File: src/rtl/mv_pkg.sv
// Shared definitions for the motion-vector memory path. The serializer and the
// row loader both import this package so address packing ({row, col}) and
// byte order (col 0 in the LSB byte) stay in agreement.
package mv_pkg;

    localparam int unsigned MV_ROWS   = 6;
    localparam int unsigned MV_COLS   = 8;
    localparam int unsigned MV_W      = 8;
    localparam int unsigned MV_ROW_W  = 64;
    localparam int unsigned MV_ADDR_W = 6;
    localparam int unsigned MV_COL_W  = 3;
    localparam int unsigned MV_RSEL_W = 3;

    typedef enum logic [1:0] {
        StIdle,
        StRead,
        StDrain,
        StHold
    } loader_state_e;

endpackage

File: src/rtl/mv_rd_tag_pipe.sv
// Read tag pipeline: a DEPTH-deep shift register of {valid, col} that lines up
// each issued read with its returning data from the MV memory.
// Ports:
//   clk, rst_n - clock, asynchronous active-low clear
//   vld_i      - a read is issued this cycle
//   col_i      - column of the issued read
//   vld_o      - read data for col_o is on the memory data bus this cycle
//   col_o      - column the current read data belongs to
module mv_rd_tag_pipe
    import mv_pkg::*;
#(
    parameter int unsigned DEPTH = 1
) (
    input  logic                clk,
    input  logic                rst_n,
    input  logic                vld_i,
    input  logic [MV_COL_W-1:0] col_i,
    output logic                vld_o,
    output logic [MV_COL_W-1:0] col_o
);

    logic [DEPTH-1:0]               vld_q;
    logic [DEPTH-1:0][MV_COL_W-1:0] col_q;

    always_ff @(posedge clk or negedge rst_n) begin
        if (!rst_n) begin
            vld_q <= '0;
            col_q <= '0;
        end else begin
            vld_q[0] <= vld_i;
            col_q[0] <= col_i;
            for (int i = 1; i < int'(DEPTH); i++) begin
                vld_q[i] <= vld_q[i-1];
                col_q[i] <= col_q[i-1];
            end
        end
    end

    assign vld_o = vld_q[DEPTH-1];
    assign col_o = col_q[DEPTH-1];

endmodule

File: src/rtl/mv_row_loader.sv
// MV row loader: fetches one 8-byte row from the 6x8 MV memory one byte per
// cycle, reassembles the 64-bit word and presents it with valid/ready.
// Ports:
//   clk, rst_n  - clock, asynchronous active-low reset
//   req_i/row_i - row fetch request (accepted in IDLE only, rows 0..5)
//   busy_o      - fetch in progress (state not IDLE)
//   err_o       - one-cycle pulse, registered, on a rejected request
//   mv_ren_o, mv_addr_o, mv_rdata_i - MV memory read port, latency RD_LAT
//   valid_o, ready_i, mv_o          - assembled row output, col 0 in LSB byte
module mv_row_loader
    import mv_pkg::*;
#(
    parameter int unsigned RD_LAT = 1
) (
    input  logic                 clk,
    input  logic                 rst_n,
    input  logic                 req_i,
    input  logic [MV_RSEL_W-1:0] row_i,
    output logic                 busy_o,
    output logic                 err_o,
    output logic                 mv_ren_o,
    output logic [MV_ADDR_W-1:0] mv_addr_o,
    input  logic [MV_W-1:0]      mv_rdata_i,
    output logic                 valid_o,
    input  logic                 ready_i,
    output logic [MV_ROW_W-1:0]  mv_o
);

    loader_state_e state_q, state_d;
    logic [MV_RSEL_W-1:0] row_q, row_d;
    logic [MV_COL_W-1:0]  col_q, col_d;
    logic                 err_q, err_d;
    logic [MV_COLS-1:0][MV_W-1:0] asm_q;

    logic                accept;
    logic                tag_vld;
    logic [MV_COL_W-1:0] tag_col;
    logic                last_cap;

    assign accept   = (state_q == StIdle) && req_i && (row_i < 3'(MV_ROWS));
    assign last_cap = tag_vld && (tag_col == 3'(MV_COLS - 1));

    always_comb begin
        state_d   = state_q;
        row_d     = row_q;
        col_d     = col_q;
        mv_ren_o  = 1'b0;
        mv_addr_o = '0;
        // Any request not accepted (bad row, or fetch already running) is flagged.
        err_d     = req_i && !accept;
        unique case (state_q)
            StIdle: begin
                if (accept) begin
                    state_d = StRead;
                    row_d   = row_i;
                    col_d   = '0;
                end
            end
            StRead: begin
                mv_ren_o  = 1'b1;
                mv_addr_o = {row_q, col_q};
                col_d     = col_q + 3'd1;  // wraps 7->0 only on the exit to DRAIN
                if (col_q == 3'(MV_COLS - 1)) begin
                    state_d = StDrain;
                end
            end
            StDrain: begin
                if (last_cap) begin
                    state_d = StHold;
                end
            end
            StHold: begin
                if (ready_i) begin
                    state_d = StIdle;
                end
            end
            default: state_d = StIdle;
        endcase
    end

    always_ff @(posedge clk or negedge rst_n) begin
        if (!rst_n) begin
            state_q <= StIdle;
            row_q   <= '0;
            col_q   <= '0;
            err_q   <= 1'b0;
        end else begin
            state_q <= state_d;
            row_q   <= row_d;
            col_q   <= col_d;
            err_q   <= err_d;
        end
    end

    mv_rd_tag_pipe #(
        .DEPTH (RD_LAT)
    ) u_tag_pipe (
        .clk   (clk),
        .rst_n (rst_n),
        .vld_i (mv_ren_o),
        .col_i (col_q),
        .vld_o (tag_vld),
        .col_o (tag_col)
    );

    // Cleared on accept so lanes never carry bytes from a previous row.
    always_ff @(posedge clk or negedge rst_n) begin
        if (!rst_n) begin
            asm_q <= '0;
        end else if (accept) begin
            asm_q <= '0;
        end else if (tag_vld) begin
            asm_q[tag_col] <= mv_rdata_i;
        end
    end

    assign busy_o  = (state_q != StIdle);
    assign err_o   = err_q;
    assign valid_o = (state_q == StHold);
    assign mv_o    = asm_q;

endmodule

File: config.mk
export PLATFORM = sky130hd
export DESIGN_NAME = mv_row_loader
export DESIGN_NICKNAME = d
export VERILOG_FILES = /design/src/rtl/mv_pkg.sv /design/src/rtl/mv_rd_tag_pipe.sv /design/src/rtl/mv_row_loader.sv
export SDC_FILE = /design/constraint.sdc
export NUM_CORES = 1
export LEC_CHECK = 0
export CORE_MARGIN = 2
export CORE_UTILIZATION = 35
export DETAILED_ROUTE_END_ITERATION = 6
export PLACE_DENSITY = 0.69
export SYNTH_ARGS = -nofsm -noshare
export SYNTH_HDL_FRONTEND = slang
export SYNTH_SLANG_ARGS = --single-unit
File: constraint.sdc
create_clock -name clk -period 4.32 [get_ports clk]
set_input_delay 0.864 -clock clk [delete_from_list [all_inputs] [get_ports clk]]
set_output_delay 0.864 -clock clk [all_outputs]
set_load 0.02 [all_outputs]
==> flow_summary.json, run 1 <==
{
  "status": "finished clean",
  "flop_area_um2": 1930,
  "seq_power_share": 0.368,
  "path_class": "flop to primary output",
  "hold_depth": 0,
  "critical-path-slowest-cell": "clkdlybuf4s50_1",
  "maxCapViolCount": 0,
  "areaGrowthSynthToFinish_pct": 36.7,
  "final_area_um2": 4420,
  "htree_levels": 3,
  "crit_chain": "inv_1 -> ha_1 -> and2_1 -> clkdlybuf4s50_1",
  "fin_nets": 454,
  "cp.required_ps": 3460,
  "holdWs_ps": 436,
  "drt_wl_total_um": 8510,
  "start_kind": "flop",
  "slowest_delay_ps": 600,
  "antenna_left": 0,
  "layout_top_cell": "nand2_1",
  "wl_met1_um": 3890,
  "finalClockPeriodUsage": 0.682,
  "drive_gt1_frac": 0.0572,
  "holdBufCountCts": 0,
  "grt_pass1_vias": 2640,
  "clockBufferDepth": 2,
  "numCtsBuffers": 9,
  "crit_start": "state_q[1]$_DFFE_PN0P_",
  "synth-xor-area-share": 0,
  "reg2reg_depth": 5,
  "fmax_mhz": 340,
  "cp_num_buf_inv": 2,
  "power.total_mw": 3.23,
  "dr.max_layer_used": "met4",
  "remaining_drc_errors": 0,
  "tool_warnings": 30,
  "dieHeight_um": 100,
  "vdd_ir_drop_max_mv": 0.372,
  "adder_share": 0.0271,
  "min_path_type": "flop to flop",
  "min-delay-start": "col_q[1]$_DFFE_PN0P_",
  "layoutNonFillerInstCount": 548,
  "fin_worst_skew_ps": 6.94,
  "tns_ps": 0,
  "ys.flops": 77,
  "pre_cts_ws_ps": 1570,
  "final_max_slew_viol_count": 0,
  "setup_viol": 0,
  "synth.most_common_cell": "nand2_1",
  "routed-wl-met3_um": 467,
  "grt_usage": 0.179,
  "path_clk_slew_ps": 80,
  "met2WireLength_um": 4040,
  "synth.area.mux_share": 0.0170,
  "synth_area_um2": 3240,
  "cellLeakagePower_nw": 1.89,
  "cts_root_buf": "clkbuf_8",
  "cts_tree": "built",
  "drt_pass1_iterations": 4,
  "drt_iter0_markers": 169,
  "core_um2": 9110,
  "std_cell_rows": 35,
  "cts_resized": 0,
  "cts_setup_buffers": 0,
  "crit_path_end": "mv_addr_o[5]",
  "endpoint_kind": "primary output",
  "placed_cell_area_um2": 4180,
  "ys_types": 24,
  "setup_slack_ps": 1380,
  "yosys-top-cells-area": "dfrtp_1 60%, nand2_1 16%, a21oi_1 9.9%",
  "synth-simple-area-share": 0.213,
  "insertion_delay_ps": 350,
  "synth_cells": 351,
  "syn-num-nets": 373,
  "ys.flop_type": "dfrtp_1",
  "switchingPower_mw": 1.21,
  "r2r_slack_ps": 2110,
  "cp_top_family": "buffers and inverters",
  "dp.cells": 532,
  "worstPathMaxFanout": 13,
  "clkPwrFrac": 0.200,
  "syn_avg_cell_area_um2": 9.22,
  "finalHoldViolations": 0,
  "ios": 89,
  "fp-utilization": 0.355,
  "top_logic_kind": "simple AND/OR/NAND/NOR gates",
  "antenna_found_initial": 0,
  "ys_seq_frac": 0.595,
  "yosys_warnings": 0,
  "combPwrFrac": 0.432,
  "grt_pass1_wl_um": 13700,
  "vias_per_cell": 4.94,
  "largest_register_ffs": 64,
  "logic_area_um2": 1210,
  "yosys-stat-area_um2": 3240,
  "lay_top_cells": "137 x nand2_1, 87 x clkdlybuf4s50_1, 77 x dfrtp_1",
  "grt_max_degree": 78,
  "max-slew-margin-rel": 0.354,
  "wl_per_cell_um": 15.5,
  "dieArea_um2": 10000,
  "power_density_nw_per_um2": 730,
  "synthTopCellsByCount": "137 x nand2_1, 77 x dfrtp_1, 64 x a21oi_1",
  "finalCriticalPeriod_ps": 2940,
  "netSwitchingFraction": 0.375,
  "synth-edff-count": 0,
  "holdPathEnd": "u_tag_pipe.col_o[1]$_DFF_PN0_",
  "vias": 2707
}
==> run 1: layout make-up <==
class                           instances  area share
Inverter                                5     0.00424
Clock buffer                           13      0.0404
Tap cell                              111      0.0314
Sequential cell                        77       0.436
Multi-Input combinational cell        250       0.273
Timing Repair Buffer                   89       0.200
Clock inverter                          3      0.0147
==> run 1: layer usage <==
metal / track usage / up-vias
li1: - / 1305
met4: 0.0706 / 0
met1: 0.241 / 1312
met2: 0.276 / 80
met3: 0.0481 / 10
met5: 0 / -
==> run 1: power groups by stage <==
stage	Clock, mW	Sequential [mW]	Combinational (mW)
4_1_cts	0.656	1.19	1.41
2_1_floorplan	0	1.41	0.538
5_1_grt	0.691	1.23	1.52
3_5_place_dp	0	1.21	1.40
6_report	0.647	1.19	1.40
3_3_place_gp	0	1.20	1.38
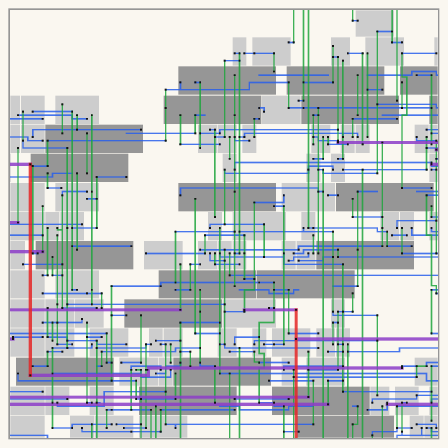
Run 1: layout detail
Window x 5 to 45, y 55 to 95 µm. Cells in grey, sequential cells in the stronger grey; small squares are vias.
Red is met4. Green is met2. Purple is met3. Blue is met1.
Netlist names of flops here include `mv_o` (9), `col_q` (3), `row_q` (3). Most frequent: nand2_1 (24), dfrtp_1 (18), clkdlybuf4s50_1 (14). 89 logic cells have their middle in the window. Sequential cells in the window: 18.

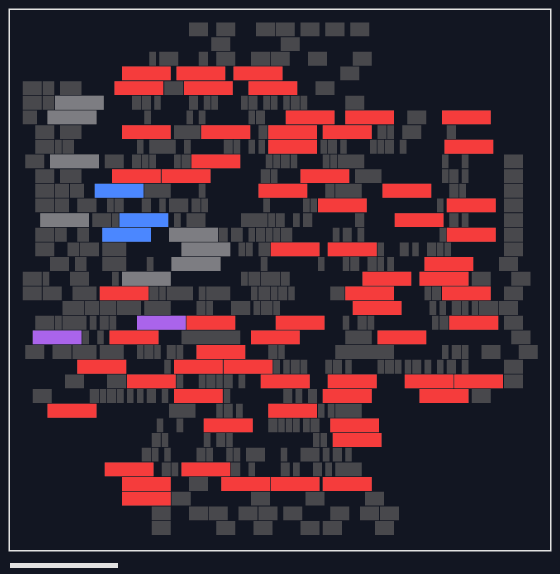
Run 1: sequential cells grouped by signal name
Scale bar: 20 µm. Other sequential cells in the stronger grey, the rest of the logic in the fainter grey.
Blue is `col_q`, placed flops 3. Purple is `state_q`, placed flops 2. Red is `mv_o`, placed flops 64.

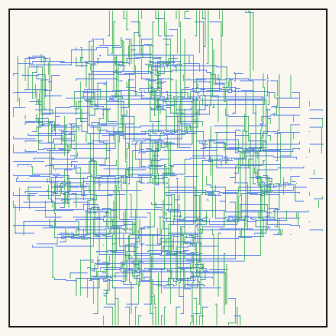
Run 1: metal layers overlaid
Two of the layers only.
Blue is met1, wire length 3890 µm. Green is met2, wire length 4040 µm.

Run 1, clock wiring as the flow saved it:
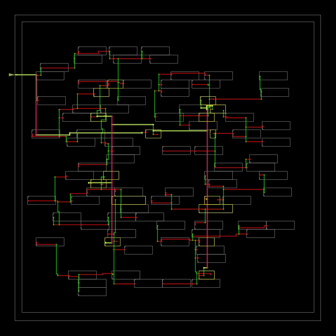

==> run 2, diff against run 1 <==
clock period = 2.83 ns   (was 4.32 ns; I/O delays follow)
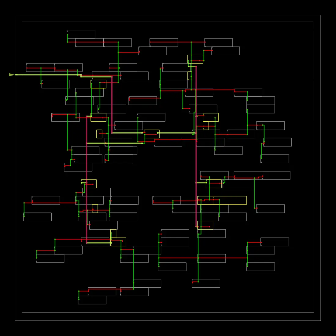
Run 2: clock wiring as the flow saved it
clk_buf instances: 11
flip-flops: 77
TritonCTS Sinks: 77
Final Skew: 10.6 ps

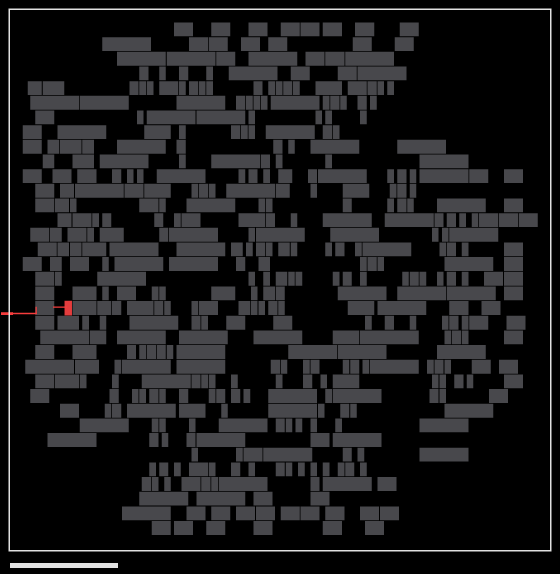
Run 2: port wiring
Scale bar: 20 µm.
Red is `ready_i`, bits 1, direction input, edge left, end cells 1, buffers 1, wire 8.00 µm.

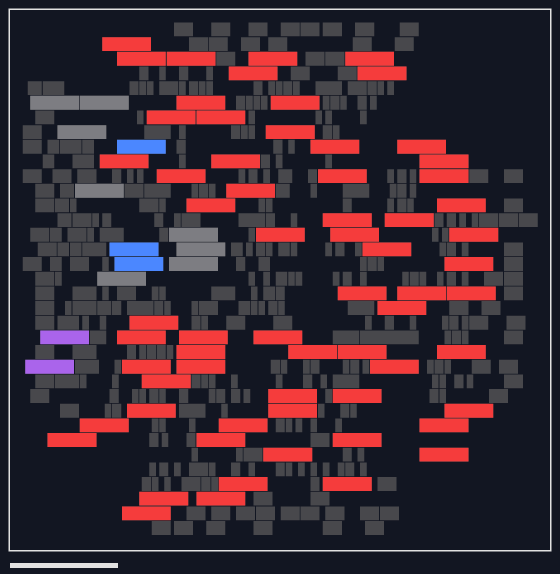
Run 2: sequential cells grouped by signal name
Scale bar: 20 µm. Other sequential cells in the stronger grey, the rest of the logic in the fainter grey.
Purple is `state_q`, placed flops 2. Blue is `col_q`, placed flops 3. Red is `mv_o`, placed flops 64.
Another 8 sequential cells are not coloured.

==> run 2 against run 1 <==
Effect of this change:
- final area fell by 1.0%
- synthesized cell count did not move
- clock skew rose by 3.7 ps
- worst hold slack got worse by 87 ps
- clock-buffer cell count fell by 2
- total power rose by 48%
- global-route usage rose by 0.16 points
- register-to-register slack got worse by 1200 ps
- worst setup slack got worse by 1200 ps
- wire length fell by 0.24%
- final cell count rose by 0.18%
- critical path type unchanged
- largest cell class unchanged
==> flow_summary.json, run 2 <==
{
  "status": "finished clean",
  "remaining_drc_errors": 0,
  "cp.required_ps": 2260,
  "io_buffer_count": 88,
  "synthArstFlopShare": 1.00,
  "rsz0062_at_grt": "false",
  "critical-path-slowest-cell": "clkdlybuf4s50_1",
  "grt_max_degree": 78,
  "cts_root_buf": "clkbuf_8",
  "regToRegStartpoint": "state_q[0]$_DFFE_PN0P_",
  "core_um2": 9110,
  "wl_met1_um": 3760,
  "power.total_mw": 4.77,
  "placed_cell_area_um2": 4190,
  "gp_congestion": 0.798,
  "finalHoldViolations": 0,
  "tns_ps": 0,
  "cp.arrival_ps": 2040,
  "setup_slack_ps": 224,
  "ys_cells": 351,
  "seq_power_share": 0.380,
  "synth_area_um2": 3240,
  "dieArea_um2": 10000,
  "htree_levels": 3,
  "diodes": 0,
  "grt_pass1_wl_um": 13900,
  "ys_types": 24,
  "gr-usage-met3": 0.0418,
  "dr.max_layer_used": "met4",
  "crit_start": "state_q[1]$_DFFE_PN0P_",
  "clkPwrFrac": 0.171,
  "netSwitchingFraction": 0.387,
  "antenna_left": 0,
  "crit_path_end": "mv_addr_o[4]",
  "vdd_ir_drop_max_mv": 0.557,
  "ys_seq_frac": 0.595,
  "rr_endpoint": "mv_o[4]$_DFFE_PN0P_",
  "endpoint_kind": "primary output",
  "dieHeight_um": 100,
  "layout_top_cell": "nand2_1",
  "r2r_slack_ps": 940,
  "slowest_delay_ps": 600,
  "drt_wl_total_um": 8490,
  "cp_top_family": "buffers and inverters",
  "utilization": 0.481,
  "switchingPower_mw": 1.84,
  "insertion_delay_ps": 350,
  "fp-utilization": 0.355,
  "reg2reg_depth": 5,
  "drt_pass1_iterations": 4,
  "grt_pass1_vias": 2721,
  "routed-wl-met3_um": 473,
  "synth_cells": 351,
  "synthTopCellsByCount": "137 x nand2_1, 77 x dfrtp_1, 64 x a21oi_1",
  "holdWs_ps": 350,
  "tightest_slew_ps": 954,
  "finalClockPeriodUsage": 0.921,
  "fin_nets": 455,
  "syn-num-nets": 373,
  "dieWidth_um": 100,
  "final_area_um2": 4380,
  "min_path_type": "primary input to asynchronous set/reset pin",
  "syn_avg_cell_area_um2": 9.22,
  "top_area_cell": "dfrtp_1",
  "path_clk_slew_ps": 80,
  "dp_hpwl_um": 5790,
  "met2WireLength_um": 4060,
  "yosys_warnings": 0,
  "dp.cells": 533,
  "wl_per_cell_um": 15.5,
  "holdBufCountCts": 0,
  "clockBufferDepth": 2,
  "grt_usage": 0.180,
  "cts_resized": 0,
  "std_cell_rows": 35,
  "ys.flop_type": "dfrtp_1",
  "drive_gt1_frac": 0.0571,
  "internal_power_mw": 2.92,
  "largest_register_ffs": 64,
  "antenna_found_initial": 0,
  "fmax_mhz": 384,
  "lay_top_cells": "137 x nand2_1, 87 x clkdlybuf4s50_1, 77 x dfrtp_1",
  "combPwrFrac": 0.449,
  "crit_chain": "inv_1 -> ha_1 -> and2_1 -> clkdlybuf4s50_1",
  "areaGrowthSynthToFinish_pct": 35.3,
  "cp.depth": 4,
  "finalCriticalPeriod_ps": 2610,
  "use_met1": 0.240,
  "start_kind": "flop",
  "ys.flops": 77,
  "synth-edff-count": 0,
  "ios": 89,
  "cts_setup_buffers": 0,
  "pre_cts_ws_ps": 595,
  "yosys-top-cells-area": "dfrtp_1 60%, nand2_1 16%, a21oi_1 9.9%",
  "gr-usage-met2": 0.286,
  "busiest_layer": "met2",
  "tool_warnings": 30,
  "numCtsBuffers": 9,
  "setup_viol": 0,
  "worstPathMaxFanout": 13,
  "vias_per_cell": 4.93,
  "maxCapViolCount": 0,
  "yosys-stat-area_um2": 3240,
  "vias": 2708,
  "cellLeakagePower_nw": 1.88,
  "cts_tree": "built",
  "max-slew-margin-rel": 0.364,
  "synth.most_common_cell": "nand2_1",
  "drt_iter0_markers": 167,
  "layoutNonFillerInstCount": 549,
  "path_class": "flop to primary output",
  "synth_top_area_share": 0.595,
  "final_max_slew_viol_count": 0,
  "grt_overflow": 0,
  "power_density_nw_per_um2": 1090,
  "cp_num_buf_inv": 2
}
run 2: final cells by class:
class | instances | area [µm²]
clock buffers | 11 | 141
clock inverters | 5 | 50.0
fillers | 888 | 4730
inverters | 5 | 18.8
multi-input cells | 250 | 1210
flip-flops and latches | 77 | 1930
well taps | 111 | 139
repair buffers | 90 | 893
run 2: kinds of logic after synthesis:
kind of cell / share of synthesized area
AOI/OAI and AO/OA: 0.116
adders and majority gates: 0.0271
buffers and inverters: 0.0313
DFF: 0.595
muxes: 0.0170
and+or+nand+nor: 0.213
run 2: power groups by stage:
stage	clock [mW]	combinational [mW]	sequential, mW
6_report	0.817	2.14	1.81
5_1_grt	0.880	2.34	1.88
4_1_cts	0.838	2.17	1.82
3_5_place_dp	0	2.16	1.84
3_3_place_gp	0	2.11	1.82
2_1_floorplan	0	0.821	2.15
==> run 3, diff against run 2 <==
GPL_ROUTABILITY_DRIVEN = 0   (was default)
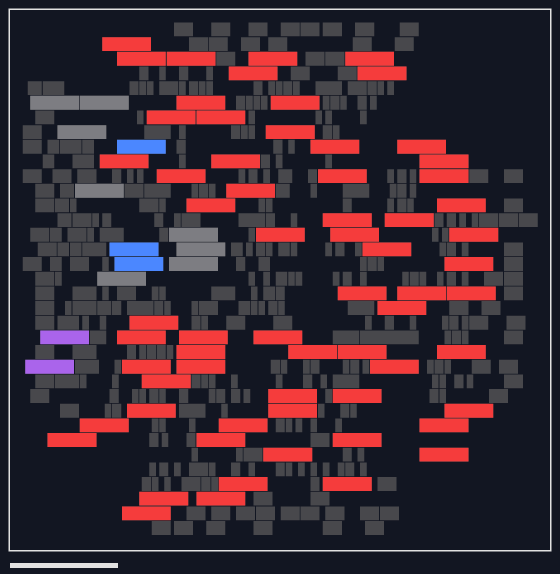
Run 3: sequential cells grouped by signal name
Scale bar: 20 µm. Other sequential cells in the stronger grey, the rest of the logic in the fainter grey.
Red is `mv_o`, placed flops 64. Blue is `col_q`, placed flops 3. Purple is `state_q`, placed flops 2.
Another 8 sequential cells are not coloured.

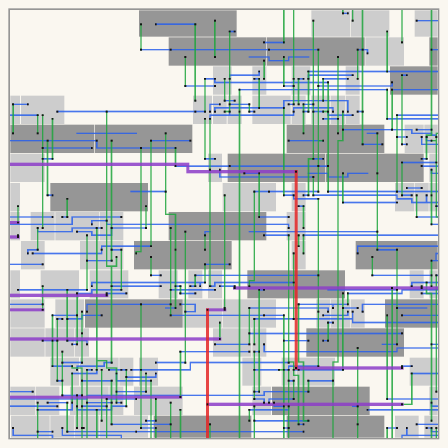
Run 3: layout detail
Window x 5 to 45, y 55 to 95 µm. Cells in grey, sequential cells in the stronger grey; small squares are vias.
Purple is met3. Blue is met1. Green is met2. Red is met4.
Sequential cells in the window: 19. 92 logic cells have their middle in the window. Netlist names of flops here include `mv_o` (11), `row_q` (3), `col_q` (2). Most frequent: nand2_1 (25), dfrtp_1 (19), clkdlybuf4s50_1 (15).

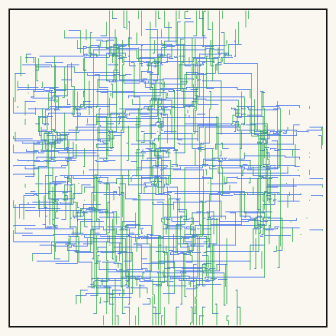
Run 3: metal layers overlaid
Two of the layers only.
Blue is met1, wire length 3760 µm. Green is met2, wire length 4060 µm.

==> run 3 against run 2 <==
Effect of this change:
- register-to-register slack about the same
- clock power about the same
- final area unchanged
- global-route usage unchanged
- synthesized cell count unchanged
- synthesized area unchanged
- die area unchanged
- clock-buffer cell count unchanged
- worst setup slack unchanged
- final cell count unchanged
- critical path type unchanged
- largest cell class unchanged
- highest routed layer unchanged
==> flow_summary.json, run 3 <==
{
  "vdd_ir_drop_max_mv": 0.557,
  "diodes": 0,
  "area_dominant_class": "registers",
  "dieArea_um2": 10000,
  "dp_hpwl_um": 5790,
  "critical-path-slowest-cell": "clkdlybuf4s50_1",
  "buffer_area_frac": 0.204,
  "ys.flop_type": "dfrtp_1",
  "rsz0062_at_grt": "false",
  "grt_usage": 0.180,
  "cts_tree": "built",
  "max-slew-margin-rel": 0.364,
  "finalClockPeriodUsage": 0.921,
  "logic_area_um2": 1210,
  "synth_area_um2": 3240,
  "drt_iter0_markers": 167,
  "tightest_slew_ps": 954,
  "dieHeight_um": 100,
  "synthArstFlopShare": 1.00,
  "use_met1": 0.240,
  "placed_cell_area_um2": 4190,
  "fp-utilization": 0.355,
  "synthTopCellsByCount": "137 x nand2_1, 77 x dfrtp_1, 64 x a21oi_1",
  "switchingPower_mw": 1.84,
  "layout_top_cell": "nand2_1",
  "lay_top_cells": "137 x nand2_1, 87 x clkdlybuf4s50_1, 77 x dfrtp_1",
  "cp.required_ps": 2260,
  "ys_seq_frac": 0.595,
  "synth.most_common_cell": "nand2_1",
  "reg2reg_depth": 5,
  "setup_slack_ps": 224,
  "syn_avg_cell_area_um2": 9.22,
  "crit_chain": "inv_1 -> ha_1 -> and2_1 -> clkdlybuf4s50_1",
  "utilization": 0.481,
  "clockBufferDepth": 2,
  "syn-num-nets": 373,
  "status": "finished clean",
  "min_path_type": "primary input to asynchronous set/reset pin",
  "finalHoldViolations": 0,
  "clkSinkCount": 77,
  "tns_ps": 0,
  "comb_area_share": 0.276,
  "flop_area_um2": 1930,
  "nNonClkBuffers": 90,
  "cts_setup_buffers": 0,
  "grt_overflow": 0,
  "start_kind": "flop",
  "largest_register_ffs": 64,
  "maxCapViolCount": 0,
  "fin_worst_skew_ps": 10.6,
  "layoutNonFillerInstCount": 549,
  "top_area_cell": "dfrtp_1",
  "drive_gt1_frac": 0.0571,
  "core_um2": 9110,
  "synth-edff-count": 0,
  "power.total_mw": 4.77,
  "holdWs_ps": 350,
  "slowest_delay_ps": 600,
  "ios": 89,
  "routed-wl-met3_um": 473,
  "yosys_warnings": 0,
  "gr-usage-met2": 0.286,
  "drt_wl_total_um": 8490,
  "crit_path_end": "mv_addr_o[4]",
  "busiest_layer": "met2",
  "nClkBuffers": 11,
  "synth_cells": 351,
  "power_density_nw_per_um2": 1090,
  "met2WireLength_um": 4060,
  "htree_levels": 3,
  "cellLeakagePower_nw": 1.88,
  "path_clk_slew_ps": 80,
  "grt_max_degree": 78,
  "sh_seq_area": 0.440,
  "drt_pass1_iterations": 4,
  "yosys-top-cells-area": "dfrtp_1 60%, nand2_1 16%, a21oi_1 9.9%",
  "ys.flops": 77,
  "cp.arrival_ps": 2040,
  "io_buffer_count": 88,
  "final_area_um2": 4380,
  "cts_root_buf": "clkbuf_8",
  "remaining_drc_errors": 0,
  "fin_nets": 455,
  "internal_power_mw": 2.92,
  "vias": 2708,
  "seq_cells": 77,
  "dieWidth_um": 100,
  "regToRegStartpoint": "state_q[0]$_DFFE_PN0P_",
  "logic_gates": 250,
  "synth_top_area_share": 0.595,
  "rr_endpoint": "mv_o[4]$_DFFE_PN0P_",
  "dr.max_layer_used": "met4",
  "clkPwrFrac": 0.171,
  "r2r_slack_ps": 940,
  "netSwitchingFraction": 0.387,
  "fmax_mhz": 384,
  "insertion_delay_ps": 350,
  "gr-usage-met3": 0.0418,
  "setup_viol": 0,
  "areaGrowthSynthToFinish_pct": 35.3,
  "final_max_slew_viol_count": 0,
  "cts_resized": 0,
  "wl_per_cell_um": 15.5,
  "antenna_left": 0,
  "nNonClkInverters": 5,
  "ys_cells": 351,
  "dp.cells": 533,
  "worstPathMaxFanout": 13,
  "crit_start": "state_q[1]$_DFFE_PN0P_",
  "antenna_found_initial": 0,
  "tool_warnings": 30,
  "std_cell_rows": 35,
  "path_class": "flop to primary output",
  "ys_types": 24,
  "seq_power_share": 0.380,
  "vias_per_cell": 4.93,
  "grt_pass1_wl_um": 13900,
  "endpoint_kind": "primary output",
  "fill_cells": 888,
  "pre_cts_ws_ps": 595,
  "clk_share": 0.0437,
  "wl_met1_um": 3760,
  "grt_pass1_vias": 2721,
  "finalCriticalPeriod_ps": 2610,
  "yosys-stat-area_um2": 3240,
  "numCtsBuffers": 9,
  "taps": 111
}
[run 3: critical path: cells and delay by family, from the launching register on]
kind,cells,cell delay [ps]
adders and majority gates,1,380
buffers and inverters,2,710
DFF,1,410
and+or+nand+nor,1,190
[run 3: cell families (layout without fill, tap and decap cells)]
logic type	after synthesis	in the layout	share of synthesized area
buffers and inverters	24	111	0.0313
adders and majority gates	7	7	0.0271
AOI/OAI and AO/OA	71	71	0.116
DFF	77	77	0.595
and+or+nand+nor	167	167	0.213
muxes	5	5	0.0170
[run 3: power groups by stage]
stage	Sequential, mW	Clock, mW	Combinational (mW)
floorplan	2.15	0	0.821
global placement	1.82	0	2.11
detailed placement	1.84	0	2.16
CTS	1.82	0.838	2.17
global route	1.88	0.880	2.34
finish	1.81	0.817	2.14
Power figures rest on the tool's default switching activity, not on a simulated workload.
